$ cat config.mk
export PLATFORM = sky130hd
export DESIGN_NAME = bcd_counter
export DESIGN_NICKNAME = d
export VERILOG_FILES = /design/src/rtl/bcd_pkg.sv /design/src/rtl/bcd_digit.sv /design/src/rtl/bcd_counter.sv
export SDC_FILE = /design/constraint.sdc
export NUM_CORES = 1
export LEC_CHECK = 0
export CAP_MARGIN = 20
export CORE_MARGIN = 3
export CORE_UTILIZATION = 32
export CTS_BUF_LIST = sky130_fd_sc_hd__clkbuf_16
export DETAILED_ROUTE_END_ITERATION = 6
export HOLD_SLACK_MARGIN = 0.03
export SLEW_MARGIN = 20
export SYNTH_ARGS = -nofsm -noshare
export SYNTH_HDL_FRONTEND = slang
export SYNTH_SLANG_ARGS = --single-unit
$ cat constraint.sdc
create_clock -name Clock -period 2 [get_ports Clock]
set_input_delay 0.4 -clock Clock [delete_from_list [all_inputs] [get_ports Clock]]
set_output_delay 0.4 -clock Clock [all_outputs]
set_load 0.02 [all_outputs]
$ cat src/rtl/bcd_pkg.sv
// ============================================================================
// bcd_pkg : shared BCD constants and the load-path nibble clamp
// Rev 1.0 : initial release
// ============================================================================
`default_nettype none

package bcd_pkg;

  localparam int          BCD_W   = 4;
  localparam logic [3:0]  BCD_MAX = 4'd9;

  function automatic logic [BCD_W-1:0] bcd_clamp(input logic [BCD_W-1:0] nibble);
    return (nibble > BCD_MAX) ? BCD_MAX : nibble;
  endfunction

endpackage

`default_nettype wire

$ cat src/rtl/bcd_digit.sv
// ============================================================================
// bcd_digit : combinational single-digit BCD up/down step with carry/borrow
// Rev 1.0 : initial release
// ============================================================================
`default_nettype none

module bcd_digit
  import bcd_pkg::*;
(
  input  logic [3:0] digit,
  input  logic       dir,
  input  logic       cin,
  output logic [3:0] next_digit,
  output logic       cout
);

  // cout doubles as "this digit sits at the limit" when cin is set
  always_comb begin
    next_digit = digit;
    cout       = 1'b0;
    if (cin) begin
      if (dir) begin
        if (digit >= BCD_MAX) begin
          next_digit = 4'd0;
          cout       = 1'b1;
        end else begin
          next_digit = digit + 4'd1;
        end
      end else begin
        if (digit == 4'd0) begin
          next_digit = BCD_MAX;
          cout       = 1'b1;
        end else begin
          next_digit = digit - 4'd1;
        end
      end
    end
  end

endmodule

`default_nettype wire

$ cat src/rtl/bcd_counter.sv
// ============================================================================
// bcd_counter : N-digit packed-BCD up/down counter with clamped load,
//               wrap or saturate at the limits
// Rev 1.0 : initial release
// ============================================================================
`default_nettype none

module bcd_counter
  import bcd_pkg::*;
#(
  parameter int DIGITS   = 3,
  parameter int SATURATE = 0
) (
  input  logic                  Clock,
  input  logic                  ResetN,
  input  logic                  Enable,
  input  logic                  Up,
  input  logic                  Load,
  input  logic [4*DIGITS-1:0]   LoadValue,
  output logic [4*DIGITS-1:0]   Count,
  output logic                  Wrap,
  output logic                  AtLimit,
  output logic                  Invalid
);

  localparam int W      = DIGITS * BCD_W;
  localparam bit SAT_EN = (SATURATE != 0);

  logic [W-1:0]    count_q, count_d;
  logic            wrap_q, wrap_d;
  logic            invalid_q, invalid_d;
  logic [W-1:0]    step_value;
  logic [W-1:0]    load_clamped;
  logic            load_has_bad;
  logic [DIGITS:0] carry;

  // Ripple chain seeded with a step request on digit 0; the final carry
  // means every digit was at its limit for the current direction.
  assign carry[0] = 1'b1;

  for (genvar i = 0; i < DIGITS; i++) begin : g_digit
    bcd_digit u_digit (
      .digit      (count_q[i*BCD_W +: BCD_W]),
      .dir        (Up),
      .cin        (carry[i]),
      .next_digit (step_value[i*BCD_W +: BCD_W]),
      .cout       (carry[i+1])
    );
  end

  assign AtLimit = carry[DIGITS];

  always_comb begin
    load_clamped = '0;
    load_has_bad = 1'b0;
    for (int i = 0; i < DIGITS; i++) begin
      load_clamped[i*BCD_W +: BCD_W] = bcd_clamp(LoadValue[i*BCD_W +: BCD_W]);
      if (LoadValue[i*BCD_W +: BCD_W] > BCD_MAX) load_has_bad = 1'b1;
    end
  end

  always_comb begin
    count_d   = count_q;
    wrap_d    = 1'b0;
    invalid_d = 1'b0;
    if (Load) begin
      count_d   = load_clamped;
      invalid_d = load_has_bad;
    end else if (Enable) begin
      if (!AtLimit) begin
        count_d = step_value;
      end else if (!SAT_EN) begin
        // at the limit the chain already yields all-0s or all-9s
        count_d = step_value;
        wrap_d  = 1'b1;
      end
    end
  end

  always_ff @(posedge Clock or negedge ResetN) begin
    if (!ResetN) begin
      count_q   <= '0;
      wrap_q    <= 1'b0;
      invalid_q <= 1'b0;
    end else begin
      count_q   <= count_d;
      wrap_q    <= wrap_d;
      invalid_q <= invalid_d;
    end
  end

  assign Count   = count_q;
  assign Wrap    = wrap_q;
  assign Invalid = invalid_q;

endmodule

`default_nettype wire
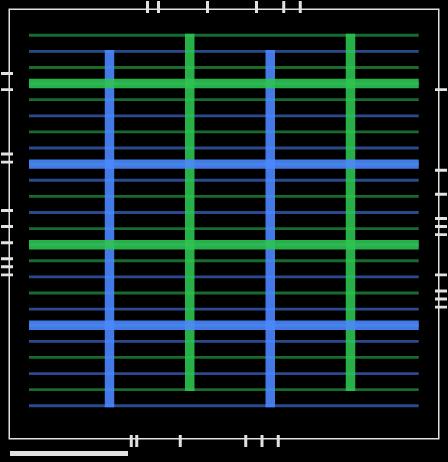
Fig. 1. Supply network (run 1).
The bar under the picture is 20 um long. Pins as bars on the die edge.
blue -> VSS
green -> VDD
met4 straps = 4
met5 straps = 4
rows = 23
met1 rails = 24
signal pins = 32

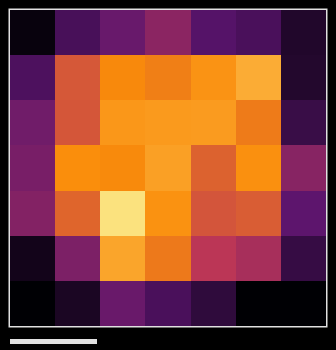
Fig. 2. Local utilization (run 1).
The bar under the picture is 20 um long. 7 x 7 tiles, from black (low) to pale yellow (high), 0 to 100% covered.
mean over tiles = 44%
nearly empty tiles = 6.1%
tiles over 75% full = 22%
densest ninth of the die = center
Pre-Place Util: 34.1%
post-layout util: 57.5%
Core Area: 4120 sq um

==> results.yml, run 1 <==
# synthesis and place-and-route metrics
outcome:
  status: "complete, but fails checks"
  violations: "negative setup slack"
timing:
  setup_ws_ps: -154
  clock.fmax_mhz: 464
  setup_tns_ps: -154
  relSlewSlack_pct: 70.0
  tightest_slew_ps: 445
  period_needed_ps: 2150
  final.period_utilization_pct: 108
  slew_viol_final: 0
  finalSetupViolCount: 1
  rsz0062_at_grt: "true"
worst_hold_path:
  hp-class: "in -> async"
cells_and_area:
  seq_share_pct: 15.1
  drive_gt1_share_pct: 35.6
  bufAreaShareNonClock_pct: 32.1
  antennaDiodeCount: 0
  fin_cells: 303
  syn_to_final_growth_pct: 68.5
  fillers: 368
  seqCellArea_sq_um: 358
  nMultiInputCombCells: 128
  sh_comb_area_pct: 43.8
  buffers: 88
  logic_area_sq_um: 1040
  finalNetCount: 282
  clk_share_pct: 3.17
  largestClassByArea: "combinational gates"
  inverters_excl_clock: 20
route:
  wire_per_inst_um: 15.5
  dr_total_vias: 1683
  wl_um: 4690
  ant_nets: 0
  wl_met2_um: 2280
  routed_via_density: 5.55
  remaining_drc_errors: 0
  wl_met3_um: 221
  wl_met1_um: 2080
  first_pass_iters: 4
  drt-initial-drc-count: 84
  top_layer: "met4"
floorplanning:
  nWellTaps: 50
  chip_area_sq_um: 5220
  die_x_um: 72.3
  ios: 32
  die_h_um: 72.3
  rows: 23
global_routing:
  grt_util_met3_pct: 2.91
  gr-max-usage-layer: "met2"
  track_usage_pct: 19.4
  grtUsageMet1_pct: 24.0
  grt_pass1_vias: 1747
  met2_usage_pct: 33.9
  grt_max_degree: 19
  grt_overflow: 0
  grt_pass1_wl_um: 8190
  grt_antenna_before_repair: 0
critical_path:
  critPathSlowestCell: "dfrtp_2"
  cpPeakStageDelay_ps: 420
  arrival_ps: 1750
  crit_path_start_kind: "flop"
  end_kind: "primary output"
  cp_cell_sequence: "inv_2 -> ha_4 -> or3b_4 -> and3_4 -> o21ai_4 -> a21oi_4 -> buf_6"
  r2r_slack_ps: 30
  crit_required_ps: 1600
  r2r_end: "Count[10]"
  reg2reg_depth: 7
  crit_type: "reg -> out"
  crit_path_end: "AtLimit"
  r2r_start: "Count[8]"
place:
  io_buffer_count: 31
  hpwlAfterDp_um: 3590
  gp_congestion: 0.957
  preCtsSetupSlack_ps: -583
logic_synthesis:
  yosysWarnings: 0
  fp_nets: 200
  top_area_cell: "dfrtp_1"
  edf_count: 0
  ys_top_cells_by_area: "dfrtp_1 (25%), ha_1 (8.9%), inv_1 (5.1%)"
  ys_area_sq_um: 1410
  avgSynthCellArea_sq_um: 8.12
  yosys.stat.seqShare_pct: 24.9
  ys_types: 53
  ys_cells: 173
  synthMostInstantiatedCell: "inv_1"
  async_flop_share_pct: 100
  yosys-top-cells-count: "inv_1 (19), dfrtp_1 (14), o21ai_0 (13), nor2_1 (11), ha_1 (10)"
  synth_top_area_share_pct: 24.9
  syn_inst: 173
  ys_ff: 14
run:
  warning_count: 36
  drv_cap: 0
cts:
  clk_latency_ps: 240
  cts_buffer_depth: 2
  cts-root-buf: "clkbuf_16"
  cts_buffers: 3
  cts_htree_levels: 1
  clk_pin_slew_worst_paths_ps: 50
pwr:
  irDropWorstVdd_mv: 0.290
  powerDensity_nw_per_um2: 629
  p_leak_nw: 1.03
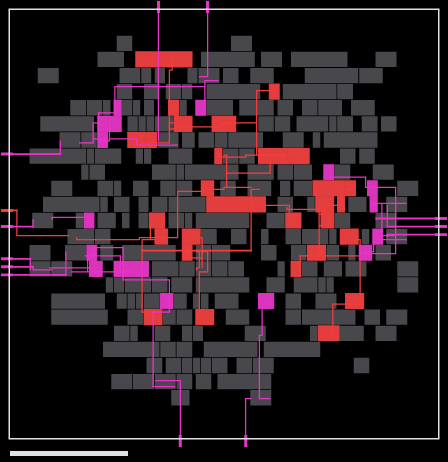
Fig. 3. Nets reached from selected ports (run 1).
The bar under the picture is 20 um long.
magenta -> LoadValue  # direction input, end cells 18, buffers 12, wire 344 um
red -> Up  # direction input, end cells 29, buffers 6, wire 279 um

run 1: cells by family (layout without fill, tap and decap cells):
kind of cell | Yosys count | count (layout) | share of synthesized area [%]
buffers and inverters | 31 | 111 | 8.99
AOI/OAI and AO/OA | 62 | 62 | 31.9
DFF | 14 | 14 | 24.9
adders and majority gates | 10 | 10 | 8.90
and+or+nand+nor | 52 | 52 | 21.5
xor gates and xnor gates | 2 | 2 | 1.25
muxes | 2 | 2 | 2.58
run 1: placed cells by master (no fill, tap or decap), types with 5 or more instances in the layout:
master / Yosys / routed
dfrtp_2: 0 / 6
clkdlybuf4s50_1: 0 / 29
nand3_1: 5 / 5
inv_2: 0 / 6
nand2_1: 8 / 8
nor2_1: 11 / 11
ha_1: 10 / 6
o21ai_0: 13 / 11
dfrtp_1: 14 / 8
buf_4: 0 / 52
buf_6: 1 / 6
a21oi_1: 8 / 7
inv_1: 19 / 13
run 1: where the power goes:
part / switching [W] / internal (W) / total, W
clock network: 0.000111 / 0.000261 / 0.000373
logic: 0.000365 / 0.000400 / 0.000765
registers: 0.0000313 / 0.000321 / 0.000352
total: 0.000508 / 0.000982 / 0.00149
run 1: what timing repair did:
action                     CTS  global route
pin swaps                    8             4
setup endpoints to repair    4             9
cloned                       0             0
gates resized               15            12
buffers inserted             8             5
run 1: metrics by stage:
stage / area [sq um] / total power [W]
5_1_grt: 2370 / 0.00159
4_1_cts: 2300 / 0.00147
2_1_floorplan: 1490 / 0.000719
6_report: 2370 / 0.00149
3_3_place_gp: 2140 / 0.00104
3_5_place_dp: 2140 / 0.00105
run 1: critical path: cells and delay by family, from the launching register on:
kind | cells | cell delay [ps]
AND/OR/NAND/NOR | 2 | 540
flip-flops | 1 | 420
buffers and inverters | 2 | 220
AND-OR/OR-AND | 2 | 190
adder cells (fa/ha/maj) | 1 | 140
## Run 2: what changed since run 1
==> constraint.sdc (replaced) <==
create_clock -name Clock -period 2.35 [get_ports Clock]
set_input_delay 0.47 -clock Clock [delete_from_list [all_inputs] [get_ports Clock]]
set_output_delay 0.47 -clock Clock [all_outputs]
set_load 0.02 [all_outputs]
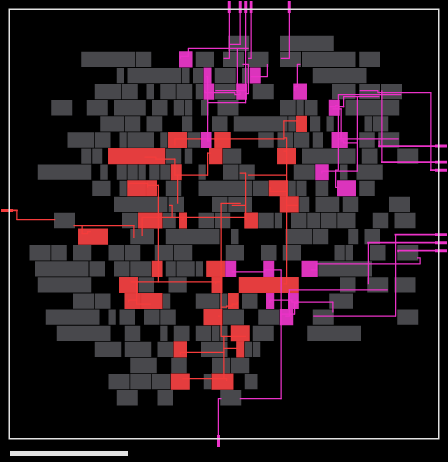
Fig. 4. Nets reached from selected ports (run 2).
The bar under the picture is 20 um long.
red -> Up  # direction input, end cells 29, buffers 5, wire 249 um
magenta -> LoadValue  # direction input, end cells 18, buffers 12, wire 414 um

==> run 2 against run 1 <==
The run now ends clean. Routed wire length decreased by 2.9%. Highest routed layer unchanged. Register-to-register slack better by 100 ps. Synthesized cell count unchanged. Flip-flop count is the same. Clock skew up 2.6 ps. Utilization fell by 4.5 points. Die size unchanged.
==> results.yml, run 2 <==
# synthesis and place-and-route metrics
cts:
  cts_buffer_depth: 2
  cts_buffers: 3
  clk_pin_slew_worst_paths_ps: 50
  clock-sinks: 14
  cts_tree: "yes"
  clk_latency_ps: 240
  cts-root-buf: "clkbuf_16"
  hold_buffers: 0
  cts_htree_levels: 1
floorplanning:
  die_x_um: 72.3
  rows: 23
  fp_util_pct: 34.1
  chip_area_sq_um: 5220
  coreArea_sq_um: 4120
  ios: 32
  die_h_um: 72.3
timing:
  finalClockSkew_ps: 5.02
  clock.fmax_mhz: 436
  setup_tns_ps: 0
  final.period_utilization_pct: 97.5
  tightest_slew_ps: 767
  hold_viol: 0
  finalSetupViolCount: 0
  period_needed_ps: 2290
  setup_ws_ps: 58.4
  relSlewSlack_pct: 48.7
  timing.hold.ws_ps: 655
  slew_viol_final: 0
route:
  drt-initial-drc-count: 99
  wire_per_inst_um: 15.8
  ant_nets: 0
  wl_um: 4560
  remaining_drc_errors: 0
  routed_via_density: 5.49
  dr_total_vias: 1586
  first_pass_iters: 4
logic_synthesis:
  yosys.area_share.simple_pct: 21.5
  topCombFamilyByArea: "AND-OR/OR-AND gates"
  ys_ff: 14
  avgSynthCellArea_sq_um: 8.12
  yosys.stat.seqShare_pct: 24.9
  adder_share_pct: 8.90
  yosys-top-cells-count: "inv_1 (19), dfrtp_1 (14), o21ai_0 (13), nor2_1 (11), ha_1 (10)"
  ys_sh_aoi_pct: 31.9
  ys_top_cells_by_area: "dfrtp_1 (25%), ha_1 (8.9%), inv_1 (5.1%)"
  yosysWarnings: 0
  yosys_most_used_dff: "dfrtp_1"
  edf_count: 0
  ys_types: 53
  async_flop_share_pct: 100
  fp_nets: 200
  ys_area_sq_um: 1410
  synth_top_area_share_pct: 24.9
  synthMostInstantiatedCell: "inv_1"
  ys_cells: 173
  top_area_cell: "dfrtp_1"
  syn_inst: 173
  syn_area_sq_um: 1410
  ys_sh_xor_pct: 1.25
  mux_share_pct: 2.58
worst_hold_path:
  hold_depth: 2
  holdPathEnd: "Count[6]"
  hp-class: "reg -> reg"
  hp-start: "Count[6]"
critical_path:
  critPathSlowestCell: "or3b_4"
  crit_required_ps: 1880
  critPathBufInv: 2
  critPathTopFamily: "simple AND/OR/NAND/NOR gates"
  crit_type: "reg -> out"
  reg2reg_depth: 7
  crit_path_start_kind: "flop"
  cp_cell_sequence: "buf_6 -> ha_1 -> or3b_4 -> o2bb2ai_4 -> o21ai_2 -> a21oi_2 -> buf_4"
  cpPeakStageDelay_ps: 420
  end_kind: "primary output"
  r2r_end: "Count[10]"
  cp_max_fo: 3
  r2r_slack_ps: 130
  arrival_ps: 1820
  r2r_start: "Count[8]"
cells_and_area:
  final_cell_mix: "buf_4 (41), clkdlybuf4s50_1 (30), inv_1 (16)"
  drive_gt1_share_pct: 25.9
  fin_util_pct: 53.1
  largest_register_ffs: 12
  finalNetCount: 268
  fin_area_sq_um: 2180
  syn_to_final_growth_pct: 55.4
  fin_cells: 289
  fillers: 406
  layout_top_cell: "buf_4"
  antennaDiodeCount: 0
global_routing:
  grt_pass1_vias: 1553
  grt_max_degree: 19
  grt_antenna_before_repair: 0
  grt_overflow: 0
  grt_pass1_wl_um: 7620
  track_usage_pct: 18.2
pwr:
  swShare_pct: 34.5
  pwr-share-clk_pct: 27.0
  power.share.combinational_pct: 48.7
  irDropWorstVdd_mv: 0.232
  finalPower_w: 0.00121
  powerDensity_nw_per_um2: 552
  p_int_w: 0.000790
  p_leak_nw: 0.948
  p_seq_share_pct: 24.3
  p_switching_w: 0.000416
place:
  io_buffer_count: 31
  preCtsSetupSlack_ps: -399
  post_dp_cell_area_sq_um: 2020
  dp_cells: 282
  hpwlAfterDp_um: 3400
  gp_congestion: 0.894
outcome:
  status: "completed"
run:
  warning_count: 33
  drv_cap: 0
-- run 2: cell counts after synthesis --
Identical to the previous run, type by type.
-- run 2: timing repair --
item	in CTS	in global routing
setup buffers	0	4
pin swaps	1	4
resized	7	14
setup endpoints to repair	1	1
-- run 2: area by class of cell --
class | instances | area, sq um | area share, %
tap | 50 | 62.6 | 2.87
timing repair buffer | 74 | 642 | 29.4
inverter | 20 | 75.1 | 3.44
clock buffer | 3 | 75.1 | 3.44
multi-input combinational | 128 | 978 | 44.8
sequential | 14 | 350 | 16.0
-- run 2: worst max-delay path by stage --
stage | start | endpoint | slack, ps | cells past startpoint
floorplan | Count[4] | AtLimit | 10 | 6
global placement | Up | AtLimit | -410 | 4
detailed placement | Up | AtLimit | -400 | 4
CTS | Count[0] | AtLimit | 4 | 7
global route | Count[5] | AtLimit | -3 | 8
finish | Count[4] | AtLimit | 60 | 7
-- run 2: kinds of logic after synthesis --
kind of cell | count (synthesis)
buffers and inverters | 31
adders and majority gates | 10
muxes | 2
xor gates and xnor gates | 2
and+or+nand+nor | 52
DFF | 14
AOI/OAI and AO/OA | 62
-- run 2: power by group through the flow --
stage          Combinational [W]  Sequential, W  Clock, W
2_1_floorplan           0.000232       0.000347         0
3_3_place_gp            0.000543       0.000294         0
3_5_place_dp            0.000549       0.000294         0
4_1_cts                 0.000555       0.000291  0.000336
5_1_grt                 0.000644       0.000297  0.000348
6_report                0.000588       0.000293  0.000325
-- run 2: layer usage --
layer	global-route usage, %	vias to the layer above	share of wire (%)
li1	-	775	-
met1	25.6	749	46
met2	28.9	58	48
met3	3.19	4	5.6
met4	4.80	0	0.42
met5	0	-	0
-- run 2: tightest hold or removal path, stage by stage, from the launching register on --
cell	delay, ps
dfrtp_1	430
a32oi_1	120
nand2_1	70
Fig. 5: run 2, supply network
The bar under the picture is 20 um long. Pins as bars on the die edge.
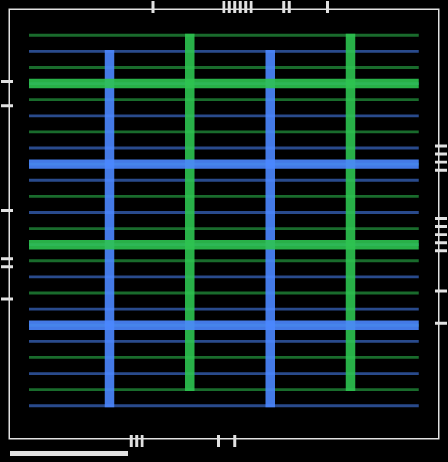

## Run 3: what changed since run 2
--- a/config.mk
+++ b/config.mk
@@ -5,12 +5,14 @@
 export SDC_FILE = /design/constraint.sdc
 export NUM_CORES = 1
 export LEC_CHECK = 0
+export ABC_AREA = 1
 export CAP_MARGIN = 20
 export CORE_MARGIN = 3
 export CORE_UTILIZATION = 32
 export CTS_BUF_LIST = sky130_fd_sc_hd__clkbuf_16
 export DETAILED_ROUTE_END_ITERATION = 6
 export HOLD_SLACK_MARGIN = 0.03
+export MAX_ROUTING_LAYER = met4
 export SLEW_MARGIN = 20
 export SYNTH_ARGS = -nofsm -noshare
 export SYNTH_HDL_FRONTEND = slang
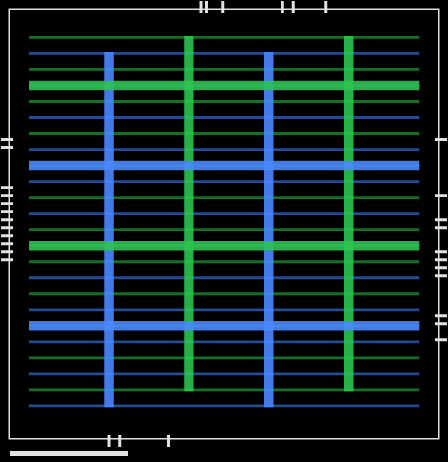
Fig. 6. Supply network (run 3).
The bar under the picture is 20 um long. Pins as bars on the die edge.
green -> VDD
blue -> VSS
met4 straps = 4
met5 straps = 4
signal pins = 32
rows = 23
met1 rails = 24

==> run 3 against run 2 <==
Global-route usage decreased by 2.4 points. Clock power up 3%. Final cell count increased by 8.7%. First-iteration DRC count fell by 41%. Area after synthesis up 1.2%. Sequential share of layout area is 0.60 points higher. Die size increased by 1.1%.
==> results.yml, run 3 <==
# synthesis and place-and-route metrics
outcome:
  status: "completed"
worst_hold_path:
  hold_depth: 3
logic_synthesis:
  syn_inst: 201
  ys_types: 32
  ys_area_sq_um: 1420
  yosysWarnings: 0
  avgSynthCellArea_sq_um: 7.07
  ys_top_cells_by_area: "dfrtp_1 (25%), nand2_1 (15%), ha_1 (8.8%)"
  edf_count: 0
  ys_cells: 201
  fp_nets: 228
  synth_top_area_share_pct: 24.6
  yosys-top-cells-count: "nand2_1 (56), nand3_1 (25), inv_1 (18), dfrtp_1 (14), ha_1 (10)"
  yosys_most_used_dff: "dfrtp_1"
  synthMostInstantiatedCell: "nand2_1"
pwr:
  irDropWorstVdd_mv: 0.326
  p_seq_share_pct: 20.7
  comb_power_w: 0.000926
  p_leak_nw: 1.03
  p_clk_w: 0.000336
  swShare_pct: 40.6
  powerDensity_nw_per_um2: 756
  p_switching_w: 0.000646
  p_int_w: 0.000945
  power-top-group: "combinational cells"
  sequentialPower_w: 0.000329
  pwr-share-clk_pct: 21.1
route:
  top_layer: "met4"
  dr_total_vias: 1523
  wl_um: 3840
  wl_met1_um: 1860
  wl_met2_um: 1730
  wl_met3_um: 190
  routed_via_density: 4.85
  remaining_drc_errors: 0
timing:
  final.period_utilization_pct: 94.3
  setup_tns_ps: 0
  hold_viol: 0
  period_needed_ps: 2220
  finalClockSkew_ps: 1.00
  slew_viol_final: 0
  tightest_slew_ps: 691
  timing.hold.ws_ps: 594
  rsz0062_at_grt: "false"
cells_and_area:
  largest_register_ffs: 12
  fin_area_sq_um: 2100
  syn_to_final_growth_pct: 48.1
  final_cell_mix: "nand2_1 (56), buf_4 (32), clkdlybuf4s50_1 (30)"
  fin_cells: 314
  layout_top_cell: "nand2_1"
  fin_util_pct: 50.8
  finalNetCount: 292
  fillers: 426
critical_path:
  crit_required_ps: 1880
  end_kind: "primary output"
  cpPeakStageDelay_ps: 510
  cp_cell_sequence: "clkdlybuf4s50_1 -> buf_12 -> nand3_4 -> nand2_2 -> nand3_1 -> nor3_1 -> buf_2"
  arrival_ps: 1750
  cp_max_fo: 11
  crit_path_start_kind: "input port"
  critPathSlowestCell: "clkdlybuf4s50_1"
  crit_type: "in -> out"
cts:
  postCtsSetupRepairBufs: 0
  clk_latency_ps: 240
  clock-sinks: 14
  cts-root-buf: "clkbuf_16"
  cts_buffer_depth: 2
  cts_tree: "yes"
  cts_htree_levels: 1
place:
  post_dp_cell_area_sq_um: 2030
  gp_congestion: 0.875
  preCtsSetupSlack_ps: -337
  io_buffer_count: 31
global_routing:
  grt_pass1_vias: 1489
  grt_antenna_before_repair: 0
  grt_util_met3_pct: 2.75
  grt_max_degree: 17
  grt_overflow: 0
  met2_usage_pct: 25.3
  grt_pass1_wl_um: 6470
  grtUsageMet1_pct: 20.9
  track_usage_pct: 15.8
floorplanning:
  chip_area_sq_um: 5280
  ios: 32
  rows: 23
  coreArea_sq_um: 4140
  die_x_um: 72.6
run:
  drv_cap: 0
  warning_count: 33
==> run 3: cell count changes in the layout (fill, tap and decap cells not counted), moves of 4 or more <==
| cell | previous run | this run |
|---|---|---|
| a311oi_1 | 4 | 0 |
| o21ai_1 | 1 | 6 |
| xor2_1 | 0 | 6 |
| nand3_1 | 5 | 25 |
| nand2_1 | 8 | 56 |
| o21ai_0 | 13 | 7 |
| buf_4 | 41 | 32 |
| a31oi_1 | 4 | 0 |
| nand2_2 | 0 | 6 |
| a211oi_1 | 4 | 0 |
==> run 3: path summary, 6_finish.rpt <==
check	start	end	slack (ps)
worst max-delay path	Up	AtLimit	130
min in group asynchronous	ResetN	Count[10]	640
worst min-delay path	Count[5]	Count[5]	590
worst min register to register	Count[5]	Count[5]	590
worst max register to register	Count[0]	Count[1]	720
max in group asynchronous	ResetN	Count[7]	1270
==> run 3: cells by family (layout without fill, tap and decap cells) <==
group / Yosys count / after routing / share of synthesized area [%]
AOI/OAI and AO/OA: 26 / 26 / 13.1
buffers and inverters: 30 / 93 / 8.54
xor gates and xnor gates: 8 / 8 / 4.93
and+or+nand+nor: 113 / 113 / 40.0
DFF: 14 / 14 / 24.6
adders and majority gates: 10 / 10 / 8.80
==> run 3: area by class of cell <==
type | count | area, sq um | share of cell area, %
multi-input combinational | 157 | 952 | 45.2
timing repair buffer | 64 | 566 | 26.9
sequential | 14 | 350 | 16.6
inverter | 25 | 95.1 | 4.52
clock buffer | 3 | 75.1 | 3.57
tap | 50 | 62.6 | 2.97
clock inverter | 1 | 3.75 | 0.178
==> run 3: repair_timing <==
action,in CTS,in global routing
gates resized,4,2
endpoints found under the setup margin,1,1
pin swaps,0,0
==> run 3: worst max-delay path: cells and delay by family <==
kind | cells | cell delay [ps]
buf+inv | 3 | 850
simple gates | 4 | 420

==> screenshots <==
Placement by cell class.
shot_01.png
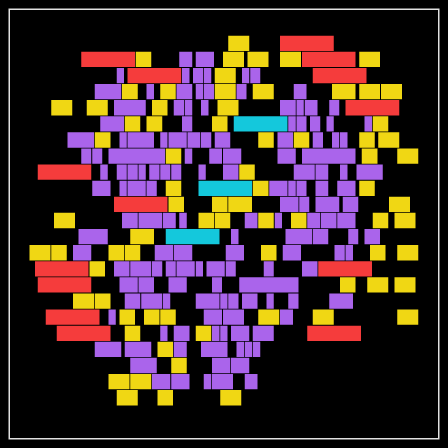
shot_02.png
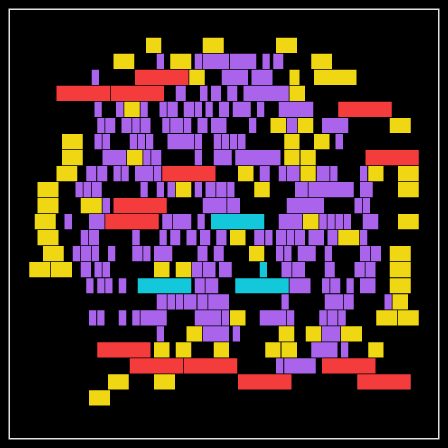
shot_01.png -> run 2
shot_02.png -> run 3

Power and IR drop assume default switching activity.
